[config.mk]
export PLATFORM = sky130hd
export DESIGN_NAME = dds_sweep_ctrl
export DESIGN_NICKNAME = d
export VERILOG_FILES = /design/src/rtl/dds_ctrl_pkg.sv /design/src/rtl/dds_dwell_timer.sv /design/src/rtl/dds_sweep_ctrl.sv
export SDC_FILE = /design/constraint.sdc
export NUM_CORES = 1
export LEC_CHECK = 0
export ABC_AREA = 1
export CAP_MARGIN = 20
export CORE_ASPECT_RATIO = 1.2
export CORE_UTILIZATION = 33
export CTS_BUF_LIST = sky130_fd_sc_hd__clkbuf_8
export CTS_CLUSTER_DIAMETER = 150
export DETAILED_ROUTE_END_ITERATION = 7
export PLACE_DENSITY = 0.54
export SYNTH_ARGS = -nofsm -noshare
export SYNTH_HDL_FRONTEND = slang
export SYNTH_SLANG_ARGS = --single-unit
[constraint.sdc]
create_clock -name sys_clk -period 10.57 [get_ports sys_clk]
set_clock_uncertainty 0.05 [all_clocks]
set_input_delay 2.114 -clock sys_clk [delete_from_list [all_inputs] [get_ports sys_clk]]
set_output_delay 2.114 -clock sys_clk [all_outputs]
set_load 0.05 [all_outputs]
[src/rtl/dds_ctrl_pkg.sv]
// Shared encodings and constants for the DDS frequency/waveform controller.
// Used by dds_sweep_ctrl and dds_dwell_timer.
package dds_ctrl_pkg;

    typedef enum logic [1:0] {
        MANUAL     = 2'd0,
        SWEEP_UP   = 2'd1,
        SWEEP_DOWN = 2'd2
    } sweep_state_e;

    localparam logic [1:0]  WAVE_FIRST   = 2'd0;
    localparam logic [1:0]  WAVE_LAST    = 2'd2;
    localparam int unsigned FW_STEP_1KHZ = 85899;

    // Wraps at WAVE_LAST; the unused code 3 also falls back to the first waveform.
    function automatic logic [1:0] wave_next(input logic [1:0] idx);
        return (idx >= WAVE_LAST) ? WAVE_FIRST : idx + 2'd1;
    endfunction

endpackage

[src/rtl/dds_dwell_timer.sv]
// Loadable dwell down-counter: tc pulses for one cycle when an enabled count
// reaches zero, and the counter reloads DWELL-1 in that same cycle.
module dds_dwell_timer
    import dds_ctrl_pkg::*;
#(
    parameter int unsigned DWELL   = 50000,
    parameter int unsigned DWELL_W = 16
) (
    input  logic sys_clk,
    input  logic rst,
    input  logic load,
    input  logic en,
    output logic tc
);

    localparam logic [DWELL_W-1:0] RELOAD = DWELL_W'(DWELL - 1);

    logic [DWELL_W-1:0] cnt;

    assign tc = en && !load && (cnt == '0);

    always_ff @(posedge sys_clk or posedge rst) begin
        if (rst) begin
            cnt <= '0;
        end else if (load || tc) begin
            cnt <= RELOAD;
        end else if (en) begin
            cnt <= cnt - 1'b1;
        end
    end

endmodule

[src/rtl/dds_sweep_ctrl.sv]
// DDS control: key pulses -> frequency word and waveform index, manual or triangle sweep.
// Optional macro DDS_SWEEP_EXP_EN: sweep steps become max(fword>>4, 1) instead of STEP.
module dds_sweep_ctrl
    import dds_ctrl_pkg::*;
#(
    parameter int unsigned FW_W    = 32,
    parameter int unsigned STEP    = FW_STEP_1KHZ,
    parameter int unsigned FW_MIN  = 85899,
    parameter int unsigned FW_MAX  = 8589900,
    parameter int unsigned DWELL   = 50000,
    parameter int unsigned DWELL_W = 16
) (
    input  logic            sys_clk,
    input  logic            rst,
    input  logic            key_plus,
    input  logic            key_minus,
    input  logic            key_wave,
    input  logic            key_sweep,
    output logic [FW_W-1:0] fword,
    output logic [1:0]      wave_idx,
    output logic            sweeping,
    output logic            fword_upd
);

    localparam logic [FW_W:0]   STEP_X = (FW_W+1)'(STEP);
    localparam logic [FW_W:0]   MIN_X  = (FW_W+1)'(FW_MIN);
    localparam logic [FW_W:0]   MAX_X  = (FW_W+1)'(FW_MAX);
    localparam logic [FW_W-1:0] MIN_W  = FW_W'(FW_MIN);
    localparam logic [FW_W-1:0] MAX_W  = FW_W'(FW_MAX);

    sweep_state_e    state_q, state_d;
    logic [FW_W-1:0] fword_d;
    logic [1:0]      wave_d;
    logic            upd_d;

    logic            dwell_load, dwell_en, dwell_tc;

    logic [FW_W:0]   sweep_step_x, step_x, fw_x, up_x, dn_x;
    logic            up_ok, dn_ok;

    assign dwell_load = (state_q == MANUAL) && key_sweep;
    assign dwell_en   = (state_q != MANUAL) && !key_sweep;

    dds_dwell_timer #(
        .DWELL   (DWELL),
        .DWELL_W (DWELL_W)
    ) u_dwell (
        .sys_clk (sys_clk),
        .rst     (rst),
        .load    (dwell_load),
        .en      (dwell_en),
        .tc      (dwell_tc)
    );

`ifdef DDS_SWEEP_EXP_EN
    logic [FW_W-1:0] fw_shr;
    assign fw_shr       = fword >> 4;
    assign sweep_step_x = (fw_shr == '0) ? (FW_W+1)'(1) : {1'b0, fw_shr};
`else
    assign sweep_step_x = STEP_X;
`endif

    // One extra bit on every sum/difference: overflow past MAX and underflow
    // below zero both show up as plain compare failures instead of wrapping.
    always_comb begin
        fw_x   = {1'b0, fword};
        step_x = (state_q == MANUAL) ? STEP_X : sweep_step_x;
        up_x   = fw_x + step_x;
        dn_x   = fw_x - step_x;
        up_ok  = (up_x <= MAX_X);
        dn_ok  = !dn_x[FW_W] && (dn_x >= MIN_X);
    end

    always_comb begin
        state_d = state_q;
        fword_d = fword;
        wave_d  = wave_idx;

        if (key_wave || (wave_idx > WAVE_LAST)) begin
            wave_d = wave_next(wave_idx);
        end

        case (state_q)
            MANUAL: begin
                if (key_sweep) begin
                    state_d = SWEEP_UP;
                end else if (key_plus) begin
                    if (up_ok) fword_d = up_x[FW_W-1:0];
                end else if (key_minus) begin
                    if (dn_ok) fword_d = dn_x[FW_W-1:0];
                end
            end
            SWEEP_UP: begin
                if (key_sweep) begin
                    state_d = MANUAL;
                end else if (dwell_tc) begin
                    if (up_ok) begin
                        fword_d = up_x[FW_W-1:0];
                    end else begin
                        state_d = SWEEP_DOWN;
                        fword_d = dn_ok ? dn_x[FW_W-1:0] : MIN_W;
                    end
                end
            end
            SWEEP_DOWN: begin
                if (key_sweep) begin
                    state_d = MANUAL;
                end else if (dwell_tc) begin
                    if (dn_ok) begin
                        fword_d = dn_x[FW_W-1:0];
                    end else begin
                        state_d = SWEEP_UP;
                        fword_d = up_ok ? up_x[FW_W-1:0] : MAX_W;
                    end
                end
            end
            default: begin
                state_d = MANUAL;
            end
        endcase

        upd_d = (fword_d != fword);
    end

    always_ff @(posedge sys_clk or posedge rst) begin
        if (rst) begin
            state_q   <= MANUAL;
            fword     <= MIN_W;
            wave_idx  <= WAVE_FIRST;
            sweeping  <= 1'b0;
            fword_upd <= 1'b0;
        end else begin
            state_q   <= state_d;
            fword     <= fword_d;
            wave_idx  <= wave_d;
            sweeping  <= (state_d != MANUAL);
            fword_upd <= upd_d;
        end
    end

endmodule

==> deck_impl_summary.md, run 1 <==
Synthesis and Place & Route Summary

Cells and area
  – Fillers: 2,809
  – Nets: 1,484
  – Share of cells above drive strength 1: 8.97%
  – Syn-to-layout area delta: 7.12%
  – Final core occ: 35.9%
  – Antenna diodes: 0
  – Logic area: 5940 um^2
  – Register Area: 1360 um^2

Placement
  – Gpl congestion: 0.902
  – Hpwl dp: 24,400 um
  – Port bufs: 41

Floorplanning
  – Core area: 24,700 um^2
  – Height of the die: 175 um
  – Chip Area: 25,700 um^2
  – Die Width: 146 um
  – Top Ports: 42
  – Placement Rows: 63
  – Fp util: 33.5%

Synthesis
  – Synth async-reset ratio: 100%
  – Synth Net Count: 1,504
  – Syn Area/Cell: 5.54 um^2
  – Top cells by count: 476 x nand2_1, 178 x nand3_1, 154 x nor2_1
  – Mapped Cells: 1,491
  – Syn. warnings: 0
  – Count of different cell masters after synthesis: 56
  – Top area contributor share: 21.6%
  – Commonest flop: dfrtp_1
  – Biggest area consumer among synthesized cells: nand2_1
  – Syn Std Cell Area: 8260 um^2
  – Yosys Instances: 1,491
  – Synth area leaders: nand2_1 22%, dfrtp_1 13%, nand3_1 11%, nor2_1 7.0%, o21ai_0 5.8%
  – EDFF count, synth: 0
  – Synth Seq Share: 16.5%
  – Yosys Chip Area: 8260 um^2
  – Synth flops: 54
  – Cell with the most instances after synthesis: nand2_1

Final timing
  – Setup TNS: 0 ns
  – RSZ-0062 raised after global routing: false
  – Final min period: 5.22 ns
  – Final setup vio count: 0
  – Max-slew violations: 0
  – Crit share post-route: 49.4%
  – Max frequency: 0.191 GHz
  – Fin. Hold Viols: 0
  – Worst-Margin Slew: 0.891 ns
  – Relative slew slack: 40.5%

Clock network
  – Post_cts resized: 0
  – CTS tree: yes
  – Clock buffer depth: 2
  – Clock-pin slew on the worst setup and hold paths: 0.12 ns
  – Hold buffer count at CTS: 0
  – Postcts setup bufs: 0
  – H-tree levels: 2
  – Root Driver: clkbuf_8

Global route
  – Met1 Track Usage GR: 32.4%
  – Global route total overflow: 0
  – GR peak layer: met2
  – Met2 Track Usage GR: 45.7%
  – First-pass GRT wire length: 52,600 um
  – Vias in the first global route: 9,146
  – Antenna violations before repair: 0
  – GRT Util Overall: 26.3%
  – Met3 usage: 2.29%
  – Largest net degree at the start of global routing: 56

Job
  – Log Warnings: 29
  – Max Cap Viol: 0

Setup path
  – CP max FO: 42
  – RR Startpoint: fword[2]$_DFF_PP0_
  – Crit path largest cell delay: 0.86 ns
  – Reg-to-reg slack, setup: 5.35 ns
  – Crit start category: register
  – CP top delay family: simple AND/OR/NAND/NOR gates
  – Buffers & Inverters on Critical Path: 2
  – Crit end category: register
  – Crit-path most repeated cell: nand2_1
  – Critical path class: register to register
  – Reg-to-reg critical path endpoint: fword_upd$_DFF_PP0_
  – Critical path arrival: 5.43 ns
  – CP Data Required Time: 10.77 ns
  – Worst Reg-to-Reg Cells: 25
  – Crit-path slowest cell: inv_1

Pwr
  – Seq pwr share: 22.6%
  – Internal Power: 0.000776 W
  – Clk network pwr share: 8.3%
  – Pleak: 4.04 nW
  – Max VDD drop: 0.0000809 V
  – Switch Pwr: 0.00128 W
  – Switching share of power: 62.4%
  – Combinational power share: 69.0%
  – Pwr per Cell Area: 233 nW/um^2

Drt
  – WL/cell: 19.1 um
  – Via density per instance: 5.59
  – WL final: 34,400 um
  – First-pass DRT Iterations: 6
  – Iter 0 DRT Violations: 947
  – DRC Markers: 0
  – Routed Antenna Nets: 0
  – Vias: 10,054

Hold path
  – HP Class: register to register
  – Hold wc startpoint: wave_idx[1]$_DFFE_PP0P_
  – Min-Delay Path Depth: 1
  – WHS Endpoint: wave_idx[1]$_DFFE_PP0P_

Run status
  – Status: completed
run 1: per-stage QoR:
stage	power, W	instances	area [um^2]	hold slack (ns)	setup slack (ns)
global placement	0.00187	1789	8730	0.414	5.14
finish	0.00206	1797	8850	0.437	5.35
CTS	0.00205	1797	8850	0.437	5.43
global route	0.00222	1797	8850	0.485	4.95
detailed placement	0.00187	1789	8730	0.419	5.05
floorplan	0.00146	1491	8260	0.437	6.80
run 1: per-layer routing:
| layer | vias to the layer above | part of all wire (%) |
|---|---|---|
| met3 | 107 | 5.2 |
| met1 | 4659 | 42 |
| li1 | 4874 | - |
| met2 | 414 | 48 |
| met4 | 0 | 5.3 |
| met5 | - | 0 |
run 1: logic make-up (layout without fill, tap and decap cells):
family / Yosys count / count (layout) / share of synthesized area [%]
compound gates: 263 / 263 / 18.1
xor+xnor: 19 / 19 / 2.56
fa+ha+maj: 7 / 7 / 1.06
buf+inv: 218 / 199 / 11.6
flops: 54 / 54 / 16.5
simple gates: 930 / 930 / 50.1
run 1: power groups by stage:
stage	clock [W]	combinational (W)	sequential, W
5_1_grt	0.000182	0.00156	0.000476
2_1_floorplan	0	0.000980	0.000484
3_3_place_gp	0	0.00140	0.000466
4_1_cts	0.000179	0.00141	0.000463
3_5_place_dp	0	0.00140	0.000467
6_report	0.000172	0.00142	0.000467
run 1: how the worst max path moves through the flow:
stage / startpoint / to / slack [ns] / cells after the start
5_1_grt: fword[2]$_DFF_PP0_ / fword_upd$_DFF_PP0_ / 4.95 / 25
2_1_floorplan: fword[0]$_DFF_PP1_ / fword_upd$_DFF_PP0_ / 6.80 / 30
3_3_place_gp: key_sweep / fword_upd$_DFF_PP0_ / 5.14 / 18
3_5_place_dp: key_sweep / fword_upd$_DFF_PP0_ / 5.05 / 18
6_report: fword[2]$_DFF_PP0_ / fword_upd$_DFF_PP0_ / 5.35 / 25
4_1_cts: key_sweep / fword_upd$_DFF_PP0_ / 5.43 / 18
run 1: cells in the final DEF, fill, tap and decap left out, types with 3 or more instances in the layout:
cell	count
a32oi_1	7
o211ai_1	20
o21ai_1	17
nand2_4	9
clkdlybuf4s50_1	41
a22oi_1	3
nor2_4	3
nand3b_1	3
o21ai_0	96
nand3_2	9
clkbuf_8	5
xor2_1	10
dfrtp_1	44
nand3_1	178
or2_2	3
nor3_1	15
dfstp_2	10
inv_1	107
nor4_1	6
nand4_1	29
clkinv_1	8
xnor2_1	3
nor2_2	14
nor2_1	151
inv_2	23
o22ai_1	10
a21oi_1	78
a31oi_1	16
ha_1	7
nand2_1	476
nand2_2	25
xor2_2	6
buf_4	11
run 1: registers in the layout (all words and copies together) (netlist names):
register / flops
fword: 32
u_dwell.cnt: 16
state_q: 2
wave_idx: 2
fword_upd: 1
sweeping: 1
run 1: final cells by class:
class / count / area share (%)
Sequential cell: 54 / 15.4
Clock inverter: 3 / 0.537
Tap cell: 325 / 4.60
Clock buffer: 5 / 0.778
Multi-Input combinational cell: 1219 / 67.2
Timing Repair Buffer: 52 / 5.57
Inverter: 139 / 5.93
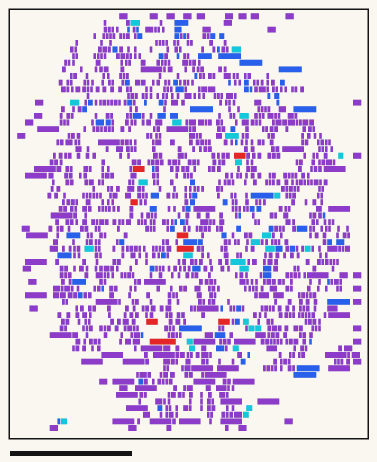
(run_1/drive_strength.png)
Bar = 50 um.
Key: blue = drive 2 [cells 97, share 6.6%, most used nand2_2]; cyan = drive 3 to 4 [cells 27, share 1.8%, most used buf_4]; red = drive 6 and up [cells 8, share 0.54%, most used clkbuf_8]; purple = drive 1 or less [cells 1,340, share 91%, most used nand2_1]

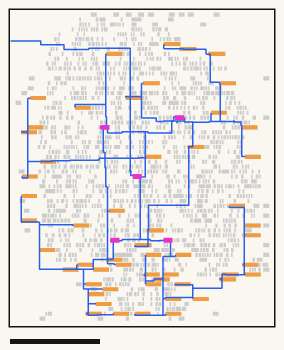
(run_1/clock_map.png)
Bar = 50 um.
Key: magenta = cells driving clock nets [count 5]; orange = flip-flops [count 54]; blue = clock wires [length 1,260 um]
Position of the flops: all over the die.

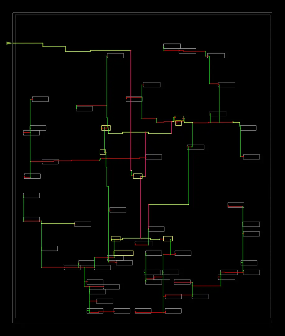
(run_1/final_clocks.png)
clk_buf instances: 5
Num CTS Buffers: 5
clk ins delay skew pair: 0.37 ns
TritonCTS Sinks: 54

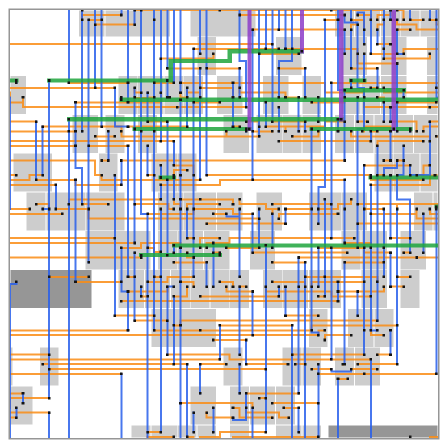
(run_1/zoom.png)
Region (95, 29) to (125, 59) um. Cells in gray, sequential cells in the stronger gray; small squares are vias.
Key: purple = met4; blue = met2; green = met3; orange = met1
Most frequent: nand2_1 (28), nand3_1 (20). Netlist names of flops here include state_q (1). Sequential cells in the window: 1. 88 logic cells have their middle in the window.

==> run_1/registers.png <==
Bar = 50 um. Other sequential cells in the stronger gray, the rest of the logic in the fainter gray.
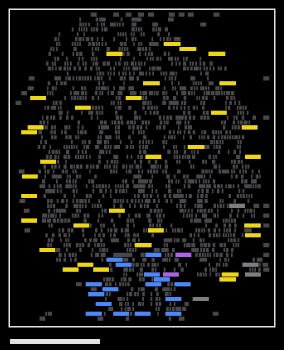

==> run 2: changes to the inputs <==
--- a/config.mk
+++ b/config.mk
@@ -12,7 +12,7 @@
 export CTS_BUF_LIST = sky130_fd_sc_hd__clkbuf_8
 export CTS_CLUSTER_DIAMETER = 150
 export DETAILED_ROUTE_END_ITERATION = 7
-export PLACE_DENSITY = 0.54
+export PLACE_DENSITY = 0.56
 export SYNTH_ARGS = -nofsm -noshare
 export SYNTH_HDL_FRONTEND = slang
 export SYNTH_SLANG_ARGS = --single-unit
==> constraint.sdc (replaced) <==
create_clock -name sys_clk -period 4.26 [get_ports sys_clk]
set_clock_uncertainty 0.05 [all_clocks]
set_input_delay 0.852 -clock sys_clk [delete_from_list [all_inputs] [get_ports sys_clk]]
set_output_delay 0.852 -clock sys_clk [all_outputs]
set_load 0.05 [all_outputs]
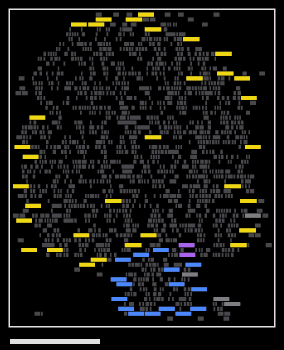
(run_2/registers.png)
Bar = 50 um. Other sequential cells in the stronger gray, the rest of the logic in the fainter gray.
Key: purple = state_q [sequential cells 2]; yellow = fword [sequential cells 32, where all over the die]; blue = u_dwell.cnt [sequential cells 16, where south]

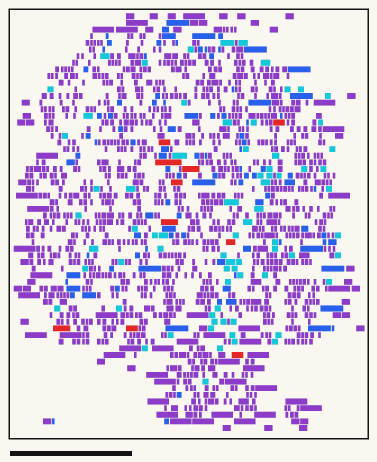
(run_2/drive_strength.png)
Bar = 50 um.
Key: red = drive 6 and up [cells 10, share 0.66%, most used clkbuf_8]; blue = drive 2 [cells 98, share 6.5%, most used nand2_2]; cyan = drive 3 to 4 [cells 72, share 4.7%, most used buf_4]; purple = drive 1 or less [cells 1,338, share 88%, most used nand2_1]

==> run 2 against run 1 <==
Effect of this change: global-route usage increased by 1.4 points; critical endpoint unchanged; total power rose to 2.6 times the previous value; worst setup slack worse by 5.1 ns; combinational power rose to 2.7 times the previous value; flip-flop count is the same; critical path type unchanged; via count is 3.8% higher; highest routed layer unchanged; worst hold slack better by 0.0065 ns.
==> deck_impl_summary.md, run 2 <==
Synthesis and Place & Route Summary

Hold path
  – HP Class: register to register

Synthesis
  – Syn Area/Cell: 5.54 um^2 (unchanged)
  – Mapped Cells: 1,491 (unchanged)
  – Synth Seq Share: 16.5% (unchanged)
  – Yosys Instances: 1,491 (unchanged)
  – Synth flops: 54 (unchanged)
  – Syn Std Cell Area: 8260 um^2 (unchanged)
  – Biggest area consumer among synthesized cells: nand2_1
  – Cell with the most instances after synthesis: nand2_1
  – Count of different cell masters after synthesis: 56 (unchanged)
  – Syn. warnings: 0 (unchanged)
  – Synth area leaders: nand2_1 22%, dfrtp_1 13%, nand3_1 11%, nor2_1 7.0%, o21ai_0 5.8%
  – Yosys Chip Area: 8260 um^2 (unchanged)
  – EDFF count, synth: 0 (unchanged)
  – Commonest flop: dfrtp_1

Drt
  – Iter 0 DRT Violations: 924 (-2.4%)
  – Via density per instance: 5.66 (+1.2%)
  – WL final: 35,800 um (+4.2%)
  – Routed Antenna Nets: 0 (unchanged)
  – WL/cell: 19.4 um (+1.6%)
  – Vias: 10,437 (+3.8%)
  – First-pass DRT Iterations: 6 (unchanged)

Setup path
  – Buffers & Inverters on Critical Path: 4 (+2)
  – Crit-path most repeated cell: nand2_1
  – CP Data Required Time: 4.46 ns (-6.31 ns)
  – Crit end category: register
  – Crit path largest cell delay: 0.60 ns (-0.26 ns)
  – Critical path arrival: 4.20 ns (-1.23 ns)
  – CP top delay family: simple AND/OR/NAND/NOR gates
  – Crit-path slowest cell: dfstp_2
  – CP max FO: 16 (-62%)
  – Critical path class: register to register

Global route
  – Met1 Track Usage GR: 35.0% (+2.6 points)
  – GR peak layer: met2
  – Met2 Track Usage GR: 44.8% (-0.89 points)
  – Largest net degree at the start of global routing: 45 (-20%)
  – Met3 usage: 2.99% (+0.70 points)
  – Global route total overflow: 0 (unchanged)
  – Vias in the first global route: 9,518 (+4.1%)
  – First-pass GRT wire length: 54,800 um (+4.1%)
  – GRT Util Overall: 27.8% (+1.4 points)
  – Antenna violations before repair: 0 (unchanged)

Final timing
  – Relative slew slack: 49.6% (+9.0 points)
  – Final setup vio count: 0 (unchanged)
  – Fin. Hold Viols: 0 (unchanged)
  – Worst-Margin Slew: 0.756 ns (-0.135 ns)
  – Crit share post-route: 94.0% (+45 points)
  – Max-slew violations: 0 (unchanged)
  – Final min period: 4.00 ns (-1.22 ns)
  – Max frequency: 0.250 GHz (+30%)
  – Final WS setup: 0.257 ns (-5.09 ns)
  – RSZ-0062 raised after global routing: false
  – Min Hold Slack: 0.443 ns (+0.00648 ns)

Clock network
  – Clk ins delay skew pair: 0.38 ns (about the same)
  – CTS tree: yes
  – Clock buffer depth: 2 (unchanged)
  – H-tree levels: 2 (unchanged)
  – TritonCTS Sinks: 54 (unchanged)
  – Num CTS Buffers: 5 (unchanged)
  – Root Driver: clkbuf_8
  – Clock-pin slew on the worst setup and hold paths: 0.12 ns (about the same)
  – Hold buffer count at CTS: 0 (unchanged)

Floorplanning
  – Core area: 24,700 um^2 (unchanged)
  – Die Width: 146 um (unchanged)
  – Chip Area: 25,700 um^2 (unchanged)
  – Fp util: 33.5% (unchanged)
  – Height of the die: 175 um (unchanged)
  – Placement Rows: 63 (unchanged)

Cells and area
  – Antenna diodes: 0 (unchanged)
  – Top Layout Cells: 476 x nand2_1, 178 x nand3_1, 151 x nor2_1, 108 x inv_1, 96 x o21ai_0
  – Nets: 1,530 (+3.1%)
  – Final core occ: 37.4% (+1.5 points)
  – Post-route cell area: 9230 um^2 (+4.3%)
  – Syn-to-layout area delta: 11.7%
  – Register bank with the most flops: fword
  – Biggest regs: fword: 32 flops, u_dwell.cnt: 16 flops
  – Share of cells above drive strength 1: 11.9% (+2.9 points)
  – Max FFs per register: 32 (unchanged)

Pwr
  – Pleak: 4.27 nW (+5.7%)
  – Max VDD drop: 0.000326 V (+300%)

Job
  – Log Warnings: 29 (unchanged)
  – Max Cap Viol: 0 (unchanged)

Placement
  – Port bufs: 41 (unchanged)
  – Hpwl dp: 26,100 um (+6.9%)
  – Pre-CTS setup slack: 0.182 ns (-4.86 ns)
  – Gpl congestion: 0.982 (+8.9%)

Run status
  – Status: completed
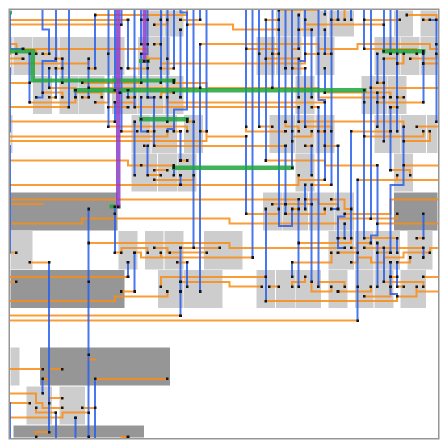
(run_2/zoom.png)
Region (95, 29) to (125, 59) um. Cells in gray, sequential cells in the stronger gray; small squares are vias.
Key: purple = met4; orange = met1; blue = met2; green = met3
Sequential cells in the window: 3. Netlist names of flops here include state_q (2), u_dwell.cnt (1). Most frequent: nand2_1 (24), nand3_1 (12). 67 logic cells have their middle in the window.

[run 2: timing repair]
item / CTS / global route
buffers inserted: 0 / 4
gates resized: 0 / 10
endpoints found under the hold margin: 0 / 0
endpoints found under the setup margin: 0 / 14
[run 2: final timing paths]
| kind | start | cells past startpoint | to | slack (ns) |
|---|---|---|---|---|
| max in group asynchronous | rst | 4 | fword[7]$_DFF_PP1_ | 2.76 |
| min in group asynchronous | rst | 2 | fword[27]$_DFF_PP0_ | 0.64 |
| setup reg to reg | fword[0]$_DFF_PP1_ | 28 | fword_upd$_DFF_PP0_ | 0.26 |
| hold / removal | wave_idx[1]$_DFFE_PP0P_ | 1 | wave_idx[1]$_DFFE_PP0P_ | 0.44 |
| setup / recovery | fword[0]$_DFF_PP1_ | 28 | fword_upd$_DFF_PP0_ | 0.26 |
| hold reg to reg | wave_idx[1]$_DFFE_PP0P_ | 1 | wave_idx[1]$_DFFE_PP0P_ | 0.44 |
[run 2: area by class of cell]
| type | instances | area, um^2 |
|---|---|---|
| clock inverter | 3 | 42.5 |
| tap | 325 | 407 |
| multi-input combinational | 1219 | 5960 |
| inverter | 139 | 527 |
| clock buffer | 5 | 68.8 |
| fill | 2809 | 15400 |
| sequential | 54 | 1370 |
| timing repair buffer | 98 | 852 |
[run 2: per-layer routing]
metal / up-vias / part of all wire, %
li1: 4979 / -
met1: 4823 / 41
met2: 491 / 45
met3: 144 / 7.0
met4: 0 / 6.9
met5: - / 0
[run 2: logic make-up (layout without fill, tap and decap cells)]
family | count (synthesis) | count (layout) | synth area share, %
fa+ha+maj | 7 | 7 | 1.06
buf+inv | 218 | 245 | 11.6
xor+xnor | 19 | 19 | 2.56
compound gates | 263 | 263 | 18.1
flops | 54 | 54 | 16.5
simple gates | 930 | 930 | 50.1
[run 2: stage by stage]
step                      power [W]  std cells
after global placement      0.00476       1830
after floorplan             0.00363       1491
final                       0.00527       1843
after detailed placement    0.00476       1830
after CTS                   0.00519       1838
after global routing        0.00568       1843
[run 2: report_power, final]
group          switching [W]  internal, W  total [W]  leakage, nW
sequential          0.000359     0.000669    0.00103        0.626
clock               0.000235     0.000175   0.000410       0.0595
combinational        0.00263      0.00120    0.00384         3.58
Power figures rest on the tool's default switching activity, not on a simulated workload.
